File: config.mk
export PLATFORM = sky130hd
export DESIGN_NAME = pipe_stage_skid
export DESIGN_NICKNAME = d
export VERILOG_FILES = /design/src/rtl/pipe_stage_skid.sv
export SDC_FILE = /design/constraint.sdc
export NUM_CORES = 1
export LEC_CHECK = 0
export CAP_MARGIN = 20
export CELL_PAD_IN_SITES_DETAIL_PLACEMENT = 0
export CELL_PAD_IN_SITES_GLOBAL_PLACEMENT = 1
export CORE_AREA = 4 4 139 141
export DETAILED_ROUTE_END_ITERATION = 10
export DIE_AREA = 0 0 143 145
export PLACE_DENSITY_LB_ADDON = 0.2
export REMOVE_ABC_BUFFERS = 1
export SLEW_MARGIN = 5
export SYNTH_ARGS = -nofsm -noshare
export SYNTH_HDL_FRONTEND = slang
export SYNTH_SLANG_ARGS = --single-unit
File: constraint.sdc
create_clock -name clk -period 3.7 [get_ports clk]
set_input_delay 0.37 -clock clk [delete_from_list [all_inputs] [get_ports clk]]
set_output_delay 0.37 -clock clk [all_outputs]
set_load 0.005 [all_outputs]
File: src/rtl/pipe_stage_skid.sv
// pipe_stage_skid: elastic pc/instruction pipeline register with a 2-entry skid buffer and flush; optional PIPE_STAGE_PERF_EN adds stall/flush counters
module pipe_stage_skid #(
  parameter int PC_W = 32,
  parameter int INS_W = 32,
  parameter logic [INS_W-1:0] BUBBLE_INS = '0,
  parameter int CNT_W = 16
) (
  input  logic             clk,
  input  logic             rst,
  input  logic             flush,
  input  logic             in_valid,
  output logic             in_ready,
  input  logic [PC_W-1:0]  in_pc,
  input  logic [INS_W-1:0] in_ins,
  output logic             out_valid,
  input  logic             out_ready,
  output logic [PC_W-1:0]  out_pc,
  output logic [INS_W-1:0] out_ins,
`ifdef PIPE_STAGE_PERF_EN
  output logic [1:0]       occ,
  output logic [CNT_W-1:0] stall_cnt,
  output logic [CNT_W-1:0] flush_cnt
`else
  output logic [1:0]       occ
`endif
);
  localparam logic [1:0] EMPTY = 2'd0, ONE = 2'd1, FULL = 2'd2;
  logic [1:0]       state_q, state_d;
  logic [PC_W-1:0]  main_pc_q, main_pc_d, skid_pc_q, skid_pc_d;
  logic [INS_W-1:0] main_ins_q, main_ins_d, skid_ins_q, skid_ins_d;
  logic             accept, take;
  // state and data registers; reset and flush leave both slots holding a bubble
  always_ff @(posedge clk or posedge rst) begin
    if (rst) begin
      state_q    <= EMPTY;
      main_pc_q  <= '0;
      main_ins_q <= BUBBLE_INS;
      skid_pc_q  <= '0;
      skid_ins_q <= BUBBLE_INS;
    end else begin
      state_q    <= state_d;
      main_pc_q  <= main_pc_d;
      main_ins_q <= main_ins_d;
      skid_pc_q  <= skid_pc_d;
      skid_ins_q <= skid_ins_d;
    end
  end
  // next state: flush wins, otherwise fill main first, spill to skid on stall, refill main from skid
  always_comb begin
    state_d    = state_q;
    main_pc_d  = main_pc_q;
    main_ins_d = main_ins_q;
    skid_pc_d  = skid_pc_q;
    skid_ins_d = skid_ins_q;
    if (flush) begin
      state_d    = EMPTY;
      main_pc_d  = '0;
      main_ins_d = BUBBLE_INS;
      skid_pc_d  = '0;
      skid_ins_d = BUBBLE_INS;
    end else begin
      case (state_q)
        EMPTY: if (accept) begin
          state_d    = ONE;
          main_pc_d  = in_pc;
          main_ins_d = in_ins;
        end
        ONE: if (accept && take) begin
          main_pc_d  = in_pc;
          main_ins_d = in_ins;
        end else if (accept) begin
          state_d    = FULL;
          skid_pc_d  = in_pc;
          skid_ins_d = in_ins;
        end else if (take) begin
          state_d    = EMPTY;
          main_pc_d  = '0;
          main_ins_d = BUBBLE_INS;
        end
        FULL: if (take) begin
          state_d    = ONE;
          main_pc_d  = skid_pc_q;
          main_ins_d = skid_ins_q;
          skid_pc_d  = '0;
          skid_ins_d = BUBBLE_INS;
        end
        default: state_d = EMPTY;
      endcase
    end
  end
  // outputs decode from registers only, so in_ready never depends on out_ready
  always_comb begin
    in_ready  = state_q != FULL;
    out_valid = state_q != EMPTY;
    out_pc    = main_pc_q;
    out_ins   = main_ins_q;
    occ       = state_q;
    accept    = in_valid && in_ready;
    take      = out_valid && out_ready;
  end
`ifdef PIPE_STAGE_PERF_EN
  logic [CNT_W-1:0] stall_cnt_q, stall_cnt_d, flush_cnt_q, flush_cnt_d;
  // saturating stall and flush counters, untouched by flush itself
  always_comb begin
    stall_cnt_d = (out_valid && !out_ready && !(&stall_cnt_q)) ? stall_cnt_q + CNT_W'(1) : stall_cnt_q;
    flush_cnt_d = (flush && !(&flush_cnt_q)) ? flush_cnt_q + CNT_W'(1) : flush_cnt_q;
    stall_cnt   = stall_cnt_q;
    flush_cnt   = flush_cnt_q;
  end
  // counter registers
  always_ff @(posedge clk or posedge rst) begin
    if (rst) begin
      stall_cnt_q <= '0;
      flush_cnt_q <= '0;
    end else begin
      stall_cnt_q <= stall_cnt_d;
      flush_cnt_q <= flush_cnt_d;
    end
  end
`endif
endmodule

Figure 1. Cells by drive strength (run 1).
Scale bar: 50 µm.
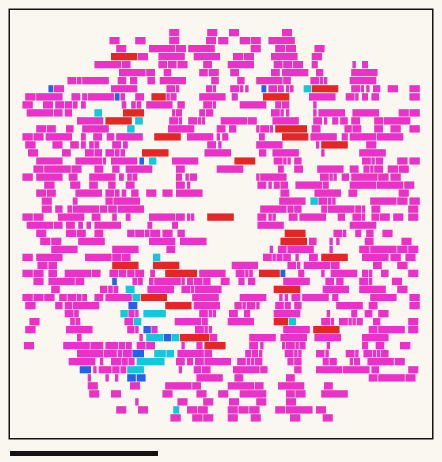
colour	size	cells	share
red	drive 6 and up	27	3.8%
magenta	drive 1 or less	660	92%
cyan	drive 3 to 4	20	2.8%
blue	drive 2	13	1.8%
post-route cell area: 8440 µm²
count of plain and timing-repair buffers: 153

Figure 2. Register map, names as in the netlist (run 1).
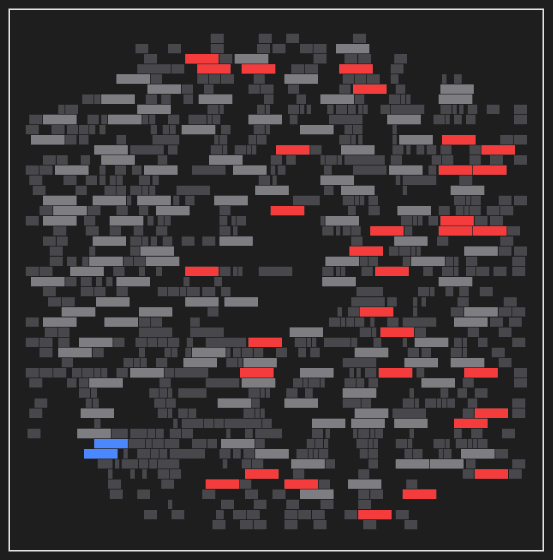
colour	name in the netlist	flops
red	out_pc	32
blue	occ	2
not coloured	96
register cell area after layout: 3250 µm²
Seq power: 2110 µW
Post-Route Utilization: 0.470

Figure 3. Clock wires, drivers and flops (run 1).
Scale bar: 50 µm.
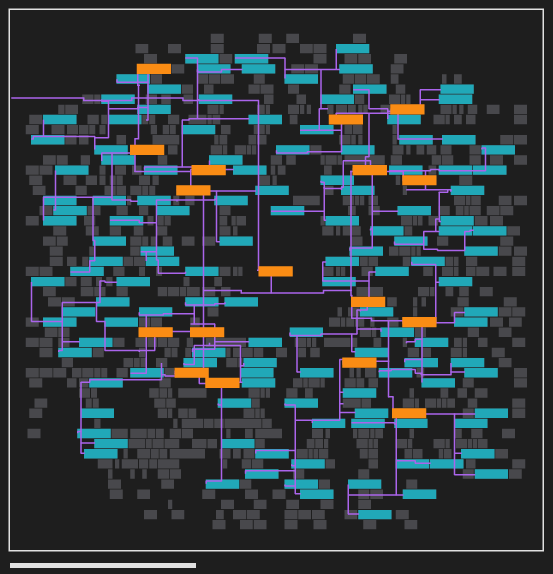
[purple] clock wires | length: 1850 µm
[cyan] flip-flops | count: 130
[orange] cells driving clock nets | count: 17
flops lie	widely spread

==> run notes, run 1 <==
Physical implementation.

- The run reported a max-capacitance violation count of 0.
- The area taken by multi-input logic gates is roughly 2600 µm².
- The smallest hold slack is roughly 0.29 ns.
- The number of instances in the synthesized netlist is around 600.
- The power density over cell area is between 700 and 800 nW/µm².
- The minimum setup slack in the final design is approximately 0.85 ns.
- The leftover overflow at the end of global routing is 0.
- Clock skew on the completed layout was measured at between 0.007 and 0.008 ns.
- The synthesis report lists the most area-consuming cells as sky130_fd_sc_hd__dfrtp_1 51%, sky130_fd_sc_hd__o2bb2ai_1 8.8%, sky130_fd_sc_hd__a22oi_1 7.8%.
- The flow ran to the end, and the final reports show no timing, DRC or antenna violations.
- The synthesis-to-layout area growth is 32.2%.
- The total leakage power is 0.00340 µW.
- Detailed placement reports a standard cell area of 7820 µm².
- The CTS tree is built.
- The number of hold buffers added after CTS is 0.
- The count of TritonRoute iterations in the first routing pass is 5.
- The post-CTS setup repair buffer count is 0.
- The slew of the pin with the lowest slew margin is around 0.96 ns.
- The critical path starts at occ[1].
- For reference, the post-synthesis area per instance comes to ~11 µm².
- The global-route wire length before repair is approximately 32000 µm.
- The initial antenna violation count is 0.
- The fraction of layout instances using a drive strength above 1 is 0.0833.
- Among all stages on the critical path, the largest delay is contributed by sky130_fd_sc_hd__nand4b_1.
- Buffers placed on the I/O ports in this run total 136.
- The routed wire length per instance is 20.4 µm.
- The total die area is around 21000 µm².
- The number of clock sinks seen by CTS is 130.
- Derived from the worst setup path, the maximum achievable clock frequency is roughly 350 MHz.
- The registers of the reported paths see a clock transition of about 0.06 ns.
- The arrival time reported for the critical path endpoint is 3.18 ns.
- The tightest slew margin relative to the limit is 0.363.
- The post-synthesis cell type with the largest combined area is sky130_fd_sc_hd__dfrtp_1.
- The maximum fanout count along the critical path is 18.
- According to the floorplan report, the die height is between 100 and 150 µm.
-- run 1: worst paths after layout --
check	end	slack, ns	cells past startpoint
worst max-delay path	out_ins[28]	0.85	7
worst min-delay path	out_ins[1]	0.29	2
worst max register to register	out_ins[28]	0.85	7
worst min register to register	out_pc[29]	0.49	1
max in group asynchronous	skid_ins_q[13]	2.55	4
min in group clk	out_pc[29]	0.49	1
-- run 1: state kept, by name, indices dropped and copies added (netlist names) --
register    cells
skid_ins_q     32
out_pc         32
out_ins        32
occ             2
skid_pc_q      32
-- run 1: cell type report --
| type | count | area share |
|---|---|---|
| clock inverter | 10 | 0.0129 |
| sequential | 130 | 0.385 |
| inverter | 49 | 0.0221 |
| timing repair buffer | 153 | 0.186 |
| multi-input combinational | 356 | 0.305 |
| tap | 229 | 0.0339 |
| clock buffer | 22 | 0.0550 |
-- run 1: placed cells by master (no fill, tap or decap), types with 2 or more instances in the layout --
cell type,count
sky130_fd_sc_hd__ha_1,4
sky130_fd_sc_hd__nand4b_1,21
sky130_fd_sc_hd__nand2_1,46
sky130_fd_sc_hd__o22ai_1,2
sky130_fd_sc_hd__nor2_1,3
sky130_fd_sc_hd__clkbuf_1,3
sky130_fd_sc_hd__a22oi_1,66
sky130_fd_sc_hd__clkdlybuf4s50_1,135
sky130_fd_sc_hd__nand2b_2,2
sky130_fd_sc_hd__clkbuf_16,17
sky130_fd_sc_hd__o2bb2ai_1,64
sky130_fd_sc_hd__clkinv_2,5
sky130_fd_sc_hd__nand2b_1,2
sky130_fd_sc_hd__o311ai_1,40
sky130_fd_sc_hd__o21ai_0,20
sky130_fd_sc_hd__clkinvlp_4,2
sky130_fd_sc_hd__buf_12,5
sky130_fd_sc_hd__inv_1,48
sky130_fd_sc_hd__buf_4,11
sky130_fd_sc_hd__a21oi_1,21
sky130_fd_sc_hd__clkbuf_8,2
sky130_fd_sc_hd__dfrtp_1,130
sky130_fd_sc_hd__bufinv_16,2
sky130_fd_sc_hd__o311ai_0,4
sky130_fd_sc_hd__nand4_1,45
sky130_fd_sc_hd__nor2b_1,2
-- run 1: layer usage --
layer  track usage  part of all wire  vias to the layer above
met5             0                 0                        -
li1              -                 -                     2530
met3        0.0461             0.072                       24
met4        0.0656             0.017                        0
met2         0.291              0.46                      197
met1         0.266              0.45                     2774
-- run 1: power by group --
group / total, µW / switching, µW / internal, µW
Clock: 1650 / 626 / 1020
Combinational: 2170 / 1190 / 984
Sequential: 2110 / 279 / 1830
Total: 5930 / 2090 / 3840
-- run 1: through the flow --
stage          TNS (ns)  cells  total power [µW]  utilization
6_report              0    949              5930        0.470
5_1_grt               0    949              6310        0.470
4_1_cts               0    947              5970        0.467
3_5_place_dp          0    915              4290        0.435
3_3_place_gp          0    915              4240        0.435
2_1_floorplan    -18.11    535              3160            -
-- run 1: logic make-up (layout without fill, tap and decap cells) --
kind of cell | Yosys count | after routing | share of synthesized area
AOI/OAI and AO/OA | 224 | 224 | 0.274
muxes | 1 | 1 | 0.00176
adders and majority gates | 4 | 4 | 0.00784
DFF | 130 | 130 | 0.509
buffers and inverters | 117 | 234 | 0.0917
and+or+nand+nor | 127 | 127 | 0.116
--- run 2 (diff from run 1) ---
--- a/config.mk
+++ b/config.mk
@@ -8,9 +8,9 @@
 export CAP_MARGIN = 20
 export CELL_PAD_IN_SITES_DETAIL_PLACEMENT = 0
 export CELL_PAD_IN_SITES_GLOBAL_PLACEMENT = 1
-export CORE_AREA = 4 4 139 141
+export CORE_AREA = 4 4 132 134
 export DETAILED_ROUTE_END_ITERATION = 10
-export DIE_AREA = 0 0 143 145
+export DIE_AREA = 0 0 136 138
 export PLACE_DENSITY_LB_ADDON = 0.2
 export REMOVE_ABC_BUFFERS = 1
 export SLEW_MARGIN = 5
==> constraint.sdc (replaced) <==
create_clock -name clk -period 2.82 [get_ports clk]
set_input_delay 0.282 -clock clk [delete_from_list [all_inputs] [get_ports clk]]
set_output_delay 0.282 -clock clk [all_outputs]
set_load 0.005 [all_outputs]
==> run 2 against run 1 <==
Effect of this change:
- largest cell class unchanged
- highest routed layer unchanged
- global-route usage rose by 0.74 points
- combinational power is 28% higher
- sequential cell count unchanged
- sequential power increased by 31%
- routed wire length decreased by 4.3%
- hold slack better by 0.020 ns
==> run notes, run 2 <==
Physical implementation.

- The run finished with clean final reports.
- Measured along the y axis, the die boundary spans roughly 140 µm.
- In this run the layout overhead on the synthesized area is reported as 32.0%.
- The total leakage power is 0.00341 µW.
- The detailed placer's ending HPWL is ~11000 µm.
- The leftover overflow at the end of global routing is 0.
- Counting cells, the worst reg-to-reg path comes to 6.
- TritonCTS reports the number of clock sinks as roughly 130.
- The number of cells after detailed placement is between 900 and 1000.
- The wire length recorded after detailed routing is roughly 19000 µm.
- The initial antenna violation count was 0.
- The setup slack on the worst flop-to-flop path is 0.30 ns.
- Buffers added to address setup during post-CTS repair amount to 0.
- The capture point of the worst reg-to-reg path is skid_ins_q[10].
- The first global-routing pass estimated about 30000 µm of wire.
- The average size of a mapped cell is approximately 11 µm².
- At the pin with the least slew margin, the transition time is ~0.91 ns.
- In the post-route analysis, the smallest setup slack over all paths is ~0.3 ns.
- Looking at the critical path, the single cell with the biggest stage delay is sky130_fd_sc_hd__or3_2.
- The smallest hold slack is between 0.3 and 0.4 ns.
- The tightest slew margin relative to the limit is 0.392.
- Per the run summary, max-cap violations total 0.
- After routing, the total negative slack on setup checks comes to 0 ns.
- The maximum fanout count along the critical path is between 40 and 50.
- The post-synthesis cell type with the largest combined area is sky130_fd_sc_hd__dfrtp_1.
- Data on the critical path arrives at its endpoint at around 2.8 ns.
- The gate-level netlist out of Yosys references 34 unique cell types.
- The script computed a power per unit cell area of 936 nW/µm².
- Ranking logic cells in the layout by count gives the top entries 135 x sky130_fd_sc_hd__clkdlybuf4s50_1, 130 x sky130_fd_sc_hd__dfrtp_1, 66 x sky130_fd_sc_hd__a22oi_1.
- The main area contributors are sky130_fd_sc_hd__dfrtp_1 51%, sky130_fd_sc_hd__o2bb2ai_1 8.8%, sky130_fd_sc_hd__a22oi_1 7.8%.
- The count of placed standard cells in the final layout, fillers left out is 937.
- Per the OpenROAD floorplan log, the area of the die is between 15000 and 20000 µm².
- The number of hold buffers added after CTS is 0.
- The highest achievable clock rate is 397 MHz.
- Per the final layout report, the fraction of cells sized above drive strength 1 comes to 0.0795.
- The placement report lists the number of port buffers as 136.
- The routed wire length per instance is around 20 µm.
- Clock-pin slew was measured on the worst setup and hold paths at about 0.050 ns.
- The final power report lists total power as about 7900 µW.
- The CTS tree is built.
run 2: cell types whose count changed in the layout (fill, tap and decap cells not counted), sizes merged:
cell / previous run / this run
clkinvlp: 2 / 0
clkbuf: 22 / 24
clkinv: 6 / 1
bufinv: 2 / 4
run 2: report_power, final:
part	internal [µW]	leakage [µW]	switching, µW
clock	1560	0.000302	786
combinational	1270	0.00136	1520
sequential	2400	0.00174	358
run 2: critical path, delay by kind of cell (launching register included):
| family | cells | cell delay, ns |
|---|---|---|
| flip-flops | 1 | 0.41 |
| AND-OR/OR-AND | 1 | 0.14 |
| buffers and inverters | 1 | 0.11 |
| adder cells (fa/ha/maj) | 1 | 0.40 |
| AND/OR/NAND/NOR | 3 | 1.28 |
run 2: logic make-up after synthesis:
group                      Yosys count  synth area share
buffers and inverters              117            0.0917
muxes                                1           0.00176
adders and majority gates            4           0.00784
AOI/OAI and AO/OA                  224             0.274
and+or+nand+nor                    127             0.116
DFF                                130             0.509
run 2: how the worst max path moves through the flow:
stage                     slack (ns)    from              to  cells past startpoint
after CTS                       0.28  occ[1]   skid_ins_q[8]                      6
final                           0.30  occ[1]  skid_ins_q[10]                      6
after global placement          0.31  occ[0]  skid_ins_q[24]                      6
after detailed placement        0.30  occ[1]   skid_ins_q[8]                      6
after global routing            0.16  occ[1]   skid_ins_q[7]                      6
after floorplan                -0.93     rst          occ[0]                      1
run 2: cell type report:
cell class	instances	area, µm²
Clock buffer	24	492
Inverter	49	186
Timing Repair Buffer	153	1520
Sequential cell	130	3250
Clock inverter	5	125
Multi-Input combinational cell	356	2570
Tap cell	220	275
Fill cell	1440	7860
run 2: stage by stage:
step | util | cell area, µm²
floorplan | - | 5980
global placement | 0.479 | 7800
detailed placement | 0.480 | 7810
CTS | 0.517 | 8430
global route | 0.517 | 8430
finish | 0.517 | 8430
run 2: layer usage:
layer | GRT usage | part of all wire
met2 | 0.300 | 0.46
met5 | 0 | 0
met4 | 0.0668 | 0.014
met3 | 0.0541 | 0.076
met1 | 0.275 | 0.45
Figure 4. Clock routing (run 2).
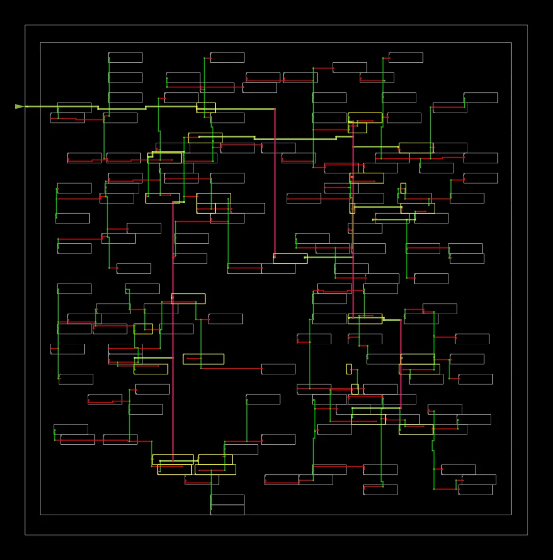
power attributed to the clock group: 2340 µW
CTS Buf Count: 17
later-pin clock latency in the skew report: 0.42 ns

Figure 5. Register map, names as in the netlist (run 2).
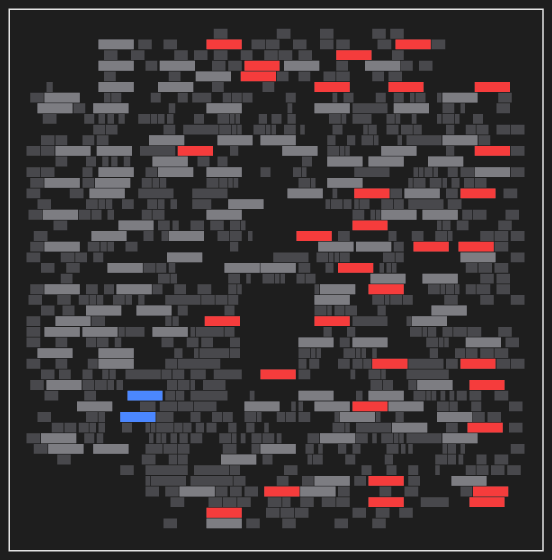
colour	name in the netlist	flops
red	out_pc	32
blue	occ	2
sequential portion of the cell area: 0.386
Post-Route Utilization: 0.517
Seq power: 2760 µW

--- run 3 (diff from run 2) ---
--- a/config.mk
+++ b/config.mk
@@ -5,7 +5,7 @@
 export SDC_FILE = /design/constraint.sdc
 export NUM_CORES = 1
 export LEC_CHECK = 0
-export CAP_MARGIN = 20
+export CAP_MARGIN = 5
 export CELL_PAD_IN_SITES_DETAIL_PLACEMENT = 0
 export CELL_PAD_IN_SITES_GLOBAL_PLACEMENT = 1
 export CORE_AREA = 4 4 132 134
==> run 3 against run 2 <==
Effect of this change:
- clock-buffer cell count grew 1
- critical path depth unchanged
- critical endpoint unchanged
- utilization down 0.48 points
- highest routed layer unchanged
- first-iteration DRC count decreased by 14%
- largest cell class unchanged
- final area is 0.94% lower
- register-to-register slack worse by 0.05 ns
- synthesized cell count stayed put
- area after synthesis stayed put
- clock power shrank 13%
- hold slack better by 0.0091 ns
- total power down 3.8%
- combinational power about the same
==> run notes, run 3 <==
Physical implementation.

- The analysis attributes to cell leakage a power of approximately 0.0034 µW.
- In this run, placement finished with an instance count of around 910.
- Among logic cells in the layout, the one with the most instances is sky130_fd_sc_hd__clkdlybuf4s50_1.
- The count of cell types in the netlist is 34.
- Looking at the post-CTS report, the setup buffer insertion count equals 0.
- The global-route wire length before repair is 30100 µm.
- The detailed placer's ending HPWL is 11100 µm.
- The register clock-pin slew on the reported worst setup and hold paths is 0.05 ns.
- The count of TritonRoute iterations in the first routing pass is 5.
- The power density over cell area is about 910 nW/µm².
- The height of the die is around 140 µm.
- For the completed layout, the total cell area is recorded as 8350 µm².
- Looking at the max-slew report, the worst-margin pin has a slew of roughly 0.92 ns.
- The fraction of layout instances using a drive strength above 1 is 0.0781.
- The number of hold buffers added after CTS was 0.
- Of all cell types, the one taking the most synthesized area is sky130_fd_sc_hd__dfrtp_1.
- Compared with the post-synthesis result, the final layout area differs by 30.7%.
- STA puts the critical path data arrival time at ~2.8 ns.
- The layout report lists the multi-input gate area as around 2600 µm².
- Looking at the critical path, the highest net fanout was between 40 and 50.
- The number of instances in the synthesized netlist is about 600.
- The number of filler instances in the final layout is 1445.
- The count of placed standard cells in the final layout, fillers left out is 937.
- Each instance of the synthesized netlist takes up on average between 10 and 15 µm².
- The slowest stage of the critical path belongs to the cell sky130_fd_sc_hd__or3_2.
- The CTS tree is built.
- Across the run, the number of max-cap violations was 0.
- The library cells used most frequently in the layout, excluding fill and tap cells, are 135 x sky130_fd_sc_hd__clkdlybuf4s50_1, 130 x sky130_fd_sc_hd__dfrtp_1, 66 x sky130_fd_sc_hd__a22oi_1.
- The detailed router reported a total wirelength of ~18000 µm.
- Once placement finished, the instance area stood at a little under 8000 µm².
- The final worst clock skew is 0.00769 ns.
- Dividing the detail-routed wire length by the instance count gives between 15 and 20 µm.
- Summed over all failing endpoints, the final setup total negative slack is 0 ns.
- The CTS buffer count is 17.
- By area the synthesized netlist is led by sky130_fd_sc_hd__dfrtp_1 51%, sky130_fd_sc_hd__o2bb2ai_1 8.8%, sky130_fd_sc_hd__a22oi_1 7.8%.
- The flow ran to the end, and the final reports show no timing, DRC or antenna violations.
-- run 3: cell types whose count changed in the layout (fill, tap and decap cells not counted), sizes merged --
cell    before  now
bufinv       4    1
clkinv       1    4
buf         18   17
clkbuf      24   25
-- run 3: logic make-up after synthesis --
family          count (synthesis)  share of synthesized area
simple gates                  127                      0.116
mux                             1                    0.00176
compound gates                224                      0.274
fa+ha+maj                       4                    0.00784
buf+inv                       117                     0.0917
flops                         130                      0.509
-- run 3: report_power, final --
| group | switching [µW] | total, µW | leakage (µW) | internal, µW |
|---|---|---|---|---|
| Sequential | 359 | 2760 | 0.00174 | 2400 |
| Combinational | 1520 | 2780 | 0.00136 | 1260 |
| Clock | 774 | 2040 | 0.000267 | 1270 |
| Total | 2650 | 7580 | 0.00337 | 4930 |
-- run 3: area by class of cell --
type / count / share of cell area
sequential: 130 / 0.390
inverter: 49 / 0.0223
tap: 220 / 0.0330
multi-input combinational: 356 / 0.309
timing repair buffer: 152 / 0.181
clock inverter: 5 / 0.00644
clock buffer: 25 / 0.0581
-- run 3: worst max-delay path: cells and delay by family (launching register included) --
kind | cells | cell delay (ns)
AOI/OAI and AO/OA | 1 | 0.14
adders and majority gates | 1 | 0.44
buffers and inverters | 1 | 0.11
DFF | 1 | 0.41
and+or+nand+nor | 3 | 1.29
-- run 3: path summary, 6_finish.rpt --
check                                 endpoint  depth (start not counted)
worst max-delay path            skid_ins_q[10]                          6
worst min-delay path                out_pc[23]                          2
worst min register to register      out_ins[8]                          1
worst max register to register  skid_ins_q[10]                          6
max in group asynchronous        skid_pc_q[26]                          3
min in group clk                  skid_pc_q[7]                          2
-- run 3: per-layer routing --
layer  vias up  track usage  share of wire
met5         -            0              0
met4         0       0.0621          0.012
met3        19       0.0509          0.069
met2       217        0.311           0.47
met1      2765        0.271           0.45
li1       2530            -              -
-- run 3: stage by stage --
stage	setup WS [ns]	hold slack, ns	power, µW	utilization
2_1_floorplan	-0.931	0.345	4140	-
3_3_place_gp	0.314	0.469	5500	0.479
3_5_place_dp	0.111	0.473	5560	0.479
4_1_cts	0.135	0.330	7650	0.512
5_1_grt	0.0915	0.378	8050	0.513
6_report	0.248	0.316	7580	0.513
Figure 6. Clock wires, drivers and flops (run 3).
Scale bar: 50 µm.
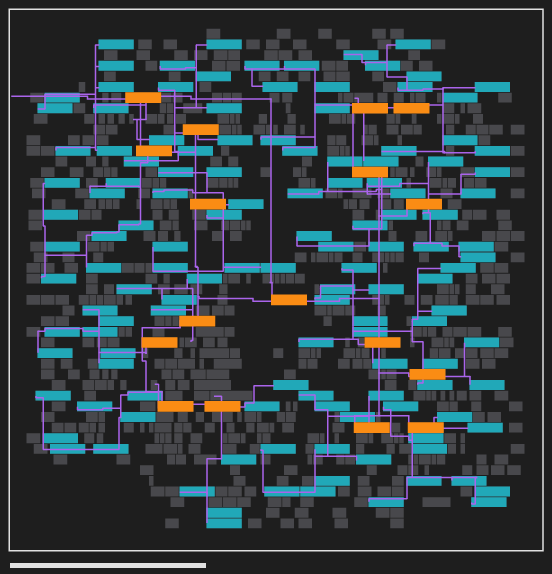
[cyan] flip-flops | count: 130
[orange] cells driving clock nets | count: 17
[purple] clock wires | length: 1770 µm
flops lie	widely spread
routed clock nets	18

Figure 7. Cells by drive strength (run 3).
Scale bar: 50 µm.
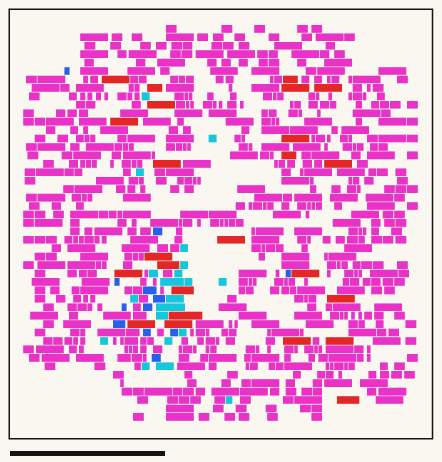
colour	size	cells	share
cyan	drive 3 to 4	20	2.8%
blue	drive 2	12	1.7%
red	drive 6 and up	24	3.3%
magenta	drive 1 or less	661	92%

Power figures rest on the tool's default switching activity, not on a simulated workload.
